$ cat config.mk
export PLATFORM = sky130hd
export DESIGN_NAME = fault_campaign_ctrl
export DESIGN_NICKNAME = d
export VERILOG_FILES = /design/src/rtl/fault_campaign_ctrl_pkg.sv /design/src/rtl/fault_campaign_ctrl_hamming_weight.sv /design/src/rtl/fault_campaign_ctrl.sv
export SDC_FILE = /design/constraint.sdc
export NUM_CORES = 1
export LEC_CHECK = 0
export CORE_ASPECT_RATIO = 1.5
export CORE_MARGIN = 3
export CORE_UTILIZATION = 50
export CTS_CLUSTER_DIAMETER = 100
export DETAILED_ROUTE_END_ITERATION = 16
export HOLD_SLACK_MARGIN = 0.02
export PLACE_DENSITY = 0.78
export SYNTH_ARGS = -nofsm -noshare
export SYNTH_HDL_FRONTEND = slang
export SYNTH_HIERARCHICAL = 1
export SYNTH_SLANG_ARGS = --single-unit
$ cat constraint.sdc
create_clock -name CLK_50 -period 9.9 [get_ports CLK_50]
set_input_delay 2.97 -clock CLK_50 [delete_from_list [all_inputs] [get_ports CLK_50]]
set_output_delay 2.97 -clock CLK_50 [all_outputs]
set_load 0.1 [all_outputs]
$ cat src/rtl/fault_campaign_ctrl_pkg.sv
// Shared types and default sizes for the fault-campaign controller:
// FSM state encoding and the per-location result record.
package fault_campaign_pkg;

    localparam int DEF_DATA_W   = 128;
    localparam int DEF_LOC_W    = 7;
    localparam int DEF_HW_W     = 8;
    localparam int DEF_NUM_LOCS = 128;
    localparam int DEF_TIMEOUT  = 64;

    typedef enum logic [2:0] {
        ST_IDLE,
        ST_G_RUN,
        ST_G_WAIT,
        ST_F_RUN,
        ST_F_WAIT,
        ST_EMIT,
        ST_DONE
    } state_t;

    typedef struct packed {
        logic [DEF_LOC_W-1:0]  loc;
        logic [DEF_DATA_W-1:0] golden;
        logic [DEF_DATA_W-1:0] diff;
        logic [DEF_HW_W-1:0]   hw;
        logic                  timeout;
    } res_rec_t;

endpackage

$ cat src/rtl/fault_campaign_ctrl_hamming_weight.sv
// Combinational population count of a DATA_W-bit vector.
module hamming_weight #(
    parameter int DATA_W = 128,
    parameter int HW_W   = 8
) (
    input  logic [DATA_W-1:0] i_data,
    output logic [HW_W-1:0]   o_hw
);

    always_comb begin
        // NOTE: always_comb uses blocking '=' and starts from a default so no latch is inferred.
        o_hw = '0;
        for (int i = 0; i < DATA_W; i++) begin
            o_hw = o_hw + HW_W'(i_data[i]);
        end
    end

endmodule

$ cat src/rtl/fault_campaign_ctrl.sv
// Walks a single-bit fault through every location of the cipher core and streams one
// golden/diff/Hamming-weight record per location. Optional macro: GOLDEN_REUSE_EN.
module fault_campaign_ctrl
    import fault_campaign_pkg::*;
#(
    parameter int DATA_W   = DEF_DATA_W,
    parameter int LOC_W    = DEF_LOC_W,
    parameter int NUM_LOCS = DEF_NUM_LOCS,
    parameter int TIMEOUT  = DEF_TIMEOUT,
    parameter int HW_W     = DEF_HW_W
) (
    input  logic              CLK_50,
    input  logic              RST_N,
    input  logic              start,
    output logic              busy,
    output logic              done,
    output logic              core_start,
    output logic              core_fault,
    output logic [LOC_W-1:0]  core_fault_loc,
    input  logic [DATA_W-1:0] core_out,
    input  logic              core_done,
    output logic              res_valid,
    input  logic              res_ready,
    output logic [LOC_W-1:0]  res_loc,
    output logic [DATA_W-1:0] res_golden,
    output logic [DATA_W-1:0] res_diff,
    output logic [HW_W-1:0]   res_hw,
    output logic              res_timeout
);

    localparam int               TO_W     = $clog2(TIMEOUT + 1);
    localparam logic [LOC_W-1:0] LAST_LOC = LOC_W'(NUM_LOCS - 1);

    state_t              r_state;
    logic [LOC_W-1:0]    r_loc;
    logic [TO_W-1:0]     r_wait_cnt;
    logic                r_to_flag;
    logic [DATA_W-1:0]   r_golden;
    logic                r_busy;
    logic                r_done;
    logic                r_core_start;
    logic                r_core_fault;
    logic                r_res_valid;
    logic [LOC_W-1:0]    r_res_loc;
    logic [DATA_W-1:0]   r_res_golden;
    logic [DATA_W-1:0]   r_res_diff;
    logic [HW_W-1:0]     r_res_hw;
    logic                r_res_timeout;

    logic [DATA_W-1:0]   w_diff;
    logic [HW_W-1:0]     w_hw;
    logic                w_timeout_hit;
    logic                w_wait_end;

    // A core_done arriving on the last allowed cycle wins over the timeout.
    assign w_timeout_hit = (r_wait_cnt == TO_W'(TIMEOUT - 1)) && !core_done;
    assign w_wait_end    = core_done || w_timeout_hit;
    assign w_diff        = r_golden ^ core_out;

    hamming_weight #(
        .DATA_W (DATA_W),
        .HW_W   (HW_W)
    ) u_hw (
        .i_data (w_diff),
        .o_hw   (w_hw)
    );

    always_ff @(posedge CLK_50 or negedge RST_N) begin
        if (!RST_N) begin
            // NOTE: capture and result registers are reset as well, so every output reads 0 after reset.
            r_state       <= ST_IDLE;
            r_loc         <= '0;
            r_wait_cnt    <= '0;
            r_to_flag     <= 1'b0;
            r_golden      <= '0;
            r_busy        <= 1'b0;
            r_done        <= 1'b0;
            r_core_start  <= 1'b0;
            r_core_fault  <= 1'b0;
            r_res_valid   <= 1'b0;
            r_res_loc     <= '0;
            r_res_golden  <= '0;
            r_res_diff    <= '0;
            r_res_hw      <= '0;
            r_res_timeout <= 1'b0;
        end else begin
            // NOTE: state registers use non-blocking '<=' so every update sees pre-edge values.
            case (r_state)
                ST_IDLE, ST_DONE: begin
                    if (start) begin
                        r_state      <= ST_G_RUN;
                        r_loc        <= '0;
                        r_to_flag    <= 1'b0;
                        r_done       <= 1'b0;
                        r_busy       <= 1'b1;
                        r_core_start <= 1'b1;
                    end
                end
                ST_G_RUN: begin
                    r_core_start <= 1'b0;
                    r_wait_cnt   <= '0;
                    r_state      <= ST_G_WAIT;
                end
                ST_G_WAIT: begin
                    if (w_wait_end) begin
                        r_golden     <= core_out;
                        r_to_flag    <= r_to_flag | w_timeout_hit;
                        r_core_start <= 1'b1;
                        r_core_fault <= 1'b1;
                        r_state      <= ST_F_RUN;
                    end else begin
                        r_wait_cnt <= r_wait_cnt + 1'b1;
                    end
                end
                ST_F_RUN: begin
                    r_core_start <= 1'b0;
                    r_wait_cnt   <= '0;
                    r_state      <= ST_F_WAIT;
                end
                ST_F_WAIT: begin
                    if (w_wait_end) begin
                        r_core_fault  <= 1'b0;
                        r_res_loc     <= r_loc;
                        r_res_golden  <= r_golden;
                        r_res_diff    <= w_diff;
                        r_res_hw      <= w_hw;
                        r_res_timeout <= r_to_flag | w_timeout_hit;
                        r_res_valid   <= 1'b1;
                        r_state       <= ST_EMIT;
                    end else begin
                        r_wait_cnt <= r_wait_cnt + 1'b1;
                    end
                end
                ST_EMIT: begin
                    if (res_ready) begin
                        r_res_valid <= 1'b0;
                        if (r_loc == LAST_LOC) begin
                            r_busy  <= 1'b0;
                            r_done  <= 1'b1;
                            r_state <= ST_DONE;
                        end else begin
                            r_loc        <= r_loc + 1'b1;
                            r_to_flag    <= 1'b0;
                            r_core_start <= 1'b1;
`ifdef GOLDEN_REUSE_EN
                            r_core_fault <= 1'b1;
                            r_state      <= ST_F_RUN;
`else
                            r_state      <= ST_G_RUN;
`endif
                        end
                    end
                end
                default: r_state <= ST_IDLE;
            endcase
        end
    end

    assign busy           = r_busy;
    assign done           = r_done;
    assign core_start     = r_core_start;
    assign core_fault     = r_core_fault;
    assign core_fault_loc = r_loc;
    assign res_valid      = r_res_valid;
    assign res_loc        = r_res_loc;
    assign res_golden     = r_res_golden;
    assign res_diff       = r_res_diff;
    assign res_hw         = r_res_hw;
    assign res_timeout    = r_res_timeout;

endmodule
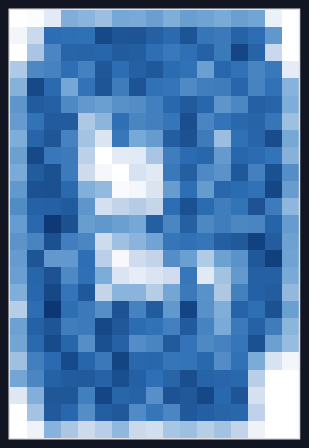
**Above:** run 1 (cell area per tile).
The die is cut into 17 by 25 equal tiles; white is low, dark blue is high, 0 to 100% covered.
fullest tile: 97%
tiles over 75% full: 36%
emptiest ninth of the die: center
nearly empty tiles: 4.2%
initial core utilization: 50.8%
Floorplan Core Area: 40400 sq um

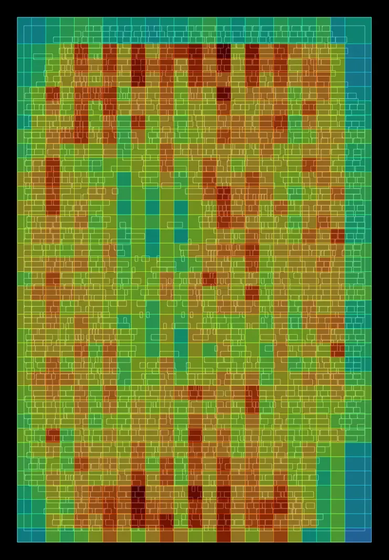
**Above:** run 1 (routing congestion).
final design utilization: 66.8%
grt met2 use: 44.3%
GR Util met1: 27.1%
global routing usage summed across all routing layers: 24.1%
layer with the highest usage: met2

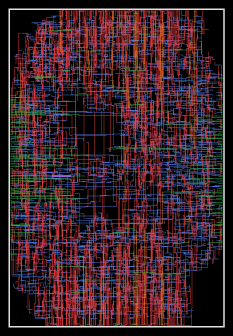
**Above:** run 1 (signal wires by layer).
| color | layer | wire length |
|---|---|---|
| red | M2 | 29.0 mm |
| orange | M4 | 2090 um |
| blue | M1 | 18600 um |
| purple | M5 | 13.8 um |
| green | M3 | 2860 um |
vias post-DR: 12.6k
DR WL/cell: 21.8 um
routed wire length: 52.6 mm

==> flow_summary_export.csv, run 1 <==
group,metric,value,unit
sta,setup_tns,0,ns
sta,tightestPinTransition,1.19,ns
synth,leading_cell_types_by_total_area_after_synthesis,"sky130_fd_sc_hd__dfrtp_1 52%, sky130_fd_sc_hd__mux2_2 13%, sky130_fd_sc_hd__fa_1 11%",
worst_setup_path,timing.critical_path.to_type,"flip-flop",
die,core.rowCount,90,
run_status,outcome,"complete, no violations",
placed_design,cell_area_after_placement,25200,sq um
synth,mappedNetlistArea,20600,sq um
synth,synth_top_cell_by_count,"sky130_fd_sc_hd__dfrtp_1",
sta,slew_headroom,20.6,%
sta,timing.final.crit_period,9.83,ns
synth,yosys-mux-area-fraction,22.2,%
synth,synth.top_cell.area_share,51.5,%
run,max_cap_viol_count,0,
sta,worst_clock_skew,0.00894,ns
min_path,hold_path_end,"res_diff[75]$_DFFE_PN0P_",
routing,number_of_drc_violations_after_detailed_routing_iteration_0,609,
synth,syn_area_per_cell,14.3,sq um
finish,layout.nonclk_buf_share,16.3,%
synth,yosys_warnings,6,
worst_setup_path,cell_repeated_most_along_the_worst_path,"sky130_fd_sc_hd__fa_1",
[run 1: metal layers]
| metal | global-route usage [%] | wire, um | share of wire (%) | vias up |
|---|---|---|---|---|
| li1 | - | - | - | 5544 |
| met1 | 27.1 | 18600 | 35 | 6589 |
| met2 | 44.3 | 29000 | 55 | 327 |
| met3 | 5.29 | 2860 | 5.4 | 104 |
| met4 | 9.18 | 2090 | 4.0 | 2 |
| met5 | 0 | 13 | 0.025 | - |
**Run 1: selected gate families**

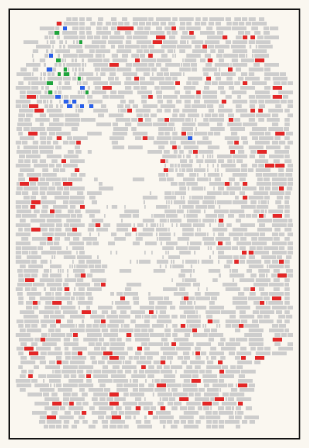

==> run 2: changes to the inputs <==
--- a/config.mk
+++ b/config.mk
@@ -12,6 +12,7 @@
 export DETAILED_ROUTE_END_ITERATION = 16
 export HOLD_SLACK_MARGIN = 0.02
 export PLACE_DENSITY = 0.78
+export SLEW_MARGIN = 20
 export SYNTH_ARGS = -nofsm -noshare
 export SYNTH_HDL_FRONTEND = slang
 export SYNTH_HIERARCHICAL = 1
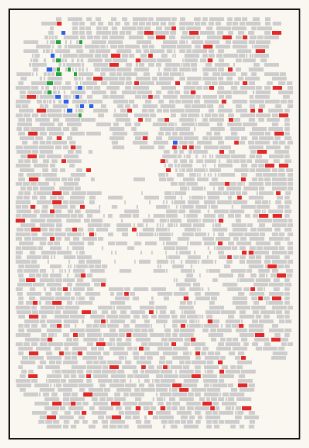
**Above:** run 2 (selected gate families).
| color | family | cells | where |
|---|---|---|---|
| green | and/or cells | 10 | upper left |
| blue | non-inverting ao/oa cells | 11 | upper left |
| red | xor and xnor cells | 134 | widely spread |
Finished Layout Cells: 2412
commonest non-fill, non-tap cell in the layout: sky130_fd_sc_hd__dfrtp_1
fraction of standard cell area in multi-input logic: 34.8%

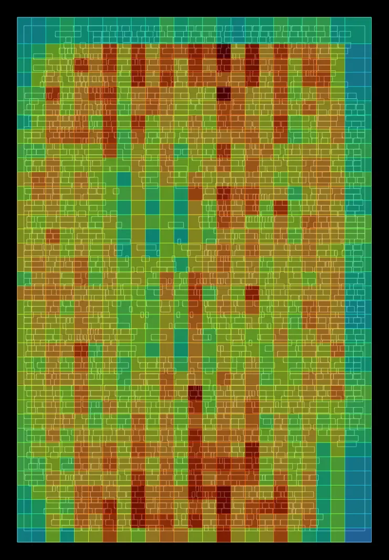
**Above:** run 2 (routing congestion).
final design utilization: 67.3%
GR Util met1: 27.4%

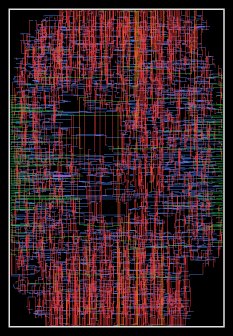
**Above:** run 2 (signal wires by layer).
| color | layer | wire length |
|---|---|---|
| green | M3 | 3040 um |
| red | M2 | 28.9 mm |
| orange | M4 | 1950 um |
| purple | M5 | 12.9 um |
| blue | M1 | 18900 um |
vias post-DR: 12.6k
routed wire length: 52.8 mm

==> run 2 against run 1 <==
Against the previous run:
- routed wire length up 0.55%
- via count about the same
- worst hold slack worse by 0.0058 ns
- critical path depth is 4 lower
- sequential share of layout area is 0.30 points lower
- highest routed layer unchanged
==> flow_summary_export.csv, run 2 <==
group,metric,value,unit
routing,routed.top_layer,"met5",
routing,dr_wl_met2,28.9,mm
synth,logic_family,"multiplexers",
run,max_cap_viol_count,0,
finish,layout.nonclk_buf_share,16.5,%
synth,yosys-mux-area-fraction,22.2,%
routing,number_of_drc_violations_after_detailed_routing_iteration_0,618,
run_status,outcome,"complete, no violations",
synth,yosys_warnings,6,
worst_setup_path,reg2reg_to,"res_hw[6]$_DFFE_PN0P_",
global_route,grt.total_usage,24.2,%
synth,leading_cell_types_by_total_area_after_synthesis,"sky130_fd_sc_hd__dfrtp_1 52%, sky130_fd_sc_hd__mux2_2 13%, sky130_fd_sc_hd__fa_1 11%",
sta,worst_clock_skew,0.0171,ns
routing,avgRoutedWirePerCell,21.9,um
die,initial_core_utilization,50.8,%
global_route,global_route.peak_usage_layer,"met2",
worst_setup_path,cell_repeated_most_along_the_worst_path,"sky130_fd_sc_hd__fa_1",
cts,cts_repair_resize_count,18,
sta,setup_repair_after_global_routing_missed_its_margin,"true",
global_route,grt_util_met2,44.7,%
worst_setup_path,critical_path_buf_inv_count,3,
finish,clk_share,5.04,%
global_route,grt_util_met3,5.24,%
worst_setup_path,timing.critical_path.to_type,"flip-flop",
routing,drt_first_pass_iters,4,
synth,synth.top_cell.area_share,51.5,%
synth,mappedNetlistArea,20600,sq um
die,core.rowCount,90,
synth,synth_top_cell_by_count,"sky130_fd_sc_hd__dfrtp_1",
finish,nNonClkInverters,175,
sta,slew_headroom,26.2,%
sta,setup_tns,0,ns
routing,met1_length,18.9,mm
synth,synth_cell_type_count,50,
cts,tritoncts.num_buffers,42,
synth,ys.flop_type,"sky130_fd_sc_hd__dfrtp_1",
sta,tightestPinTransition,1.10,ns
die,core,40400,sq um
worst_setup_path,regToRegStartpoint,"r_golden[61]$_DFFE_PN0P_",
global_route,antenna_found_initial,6,
==> run 2: how the worst min path moves through the flow <==
stage                                startpoint                           to  slack, ns  cells past startpoint
global placement               done$_DFFE_PN0P_             done$_DFFE_PN0P_       0.47                      2
CTS                            done$_DFFE_PN0P_             done$_DFFE_PN0P_       0.48                      2
global route        res_golden[102]$_DFFE_PN0P_  res_golden[102]$_DFFE_PN0P_       0.50                      1
floorplan             r_wait_cnt[6]$_DFFE_PN0P_    r_wait_cnt[6]$_DFFE_PN0P_       0.47                      1
detailed placement             done$_DFFE_PN0P_             done$_DFFE_PN0P_       0.47                      2
finish                         done$_DFFE_PN0P_             done$_DFFE_PN0P_       0.48                      2
==> run 2: tightest hold or removal path, delay by kind of cell, from the launching register on <==
family	cells	cell delay, ns
DFF	1	0.34
and+or+nand+nor	2	0.10
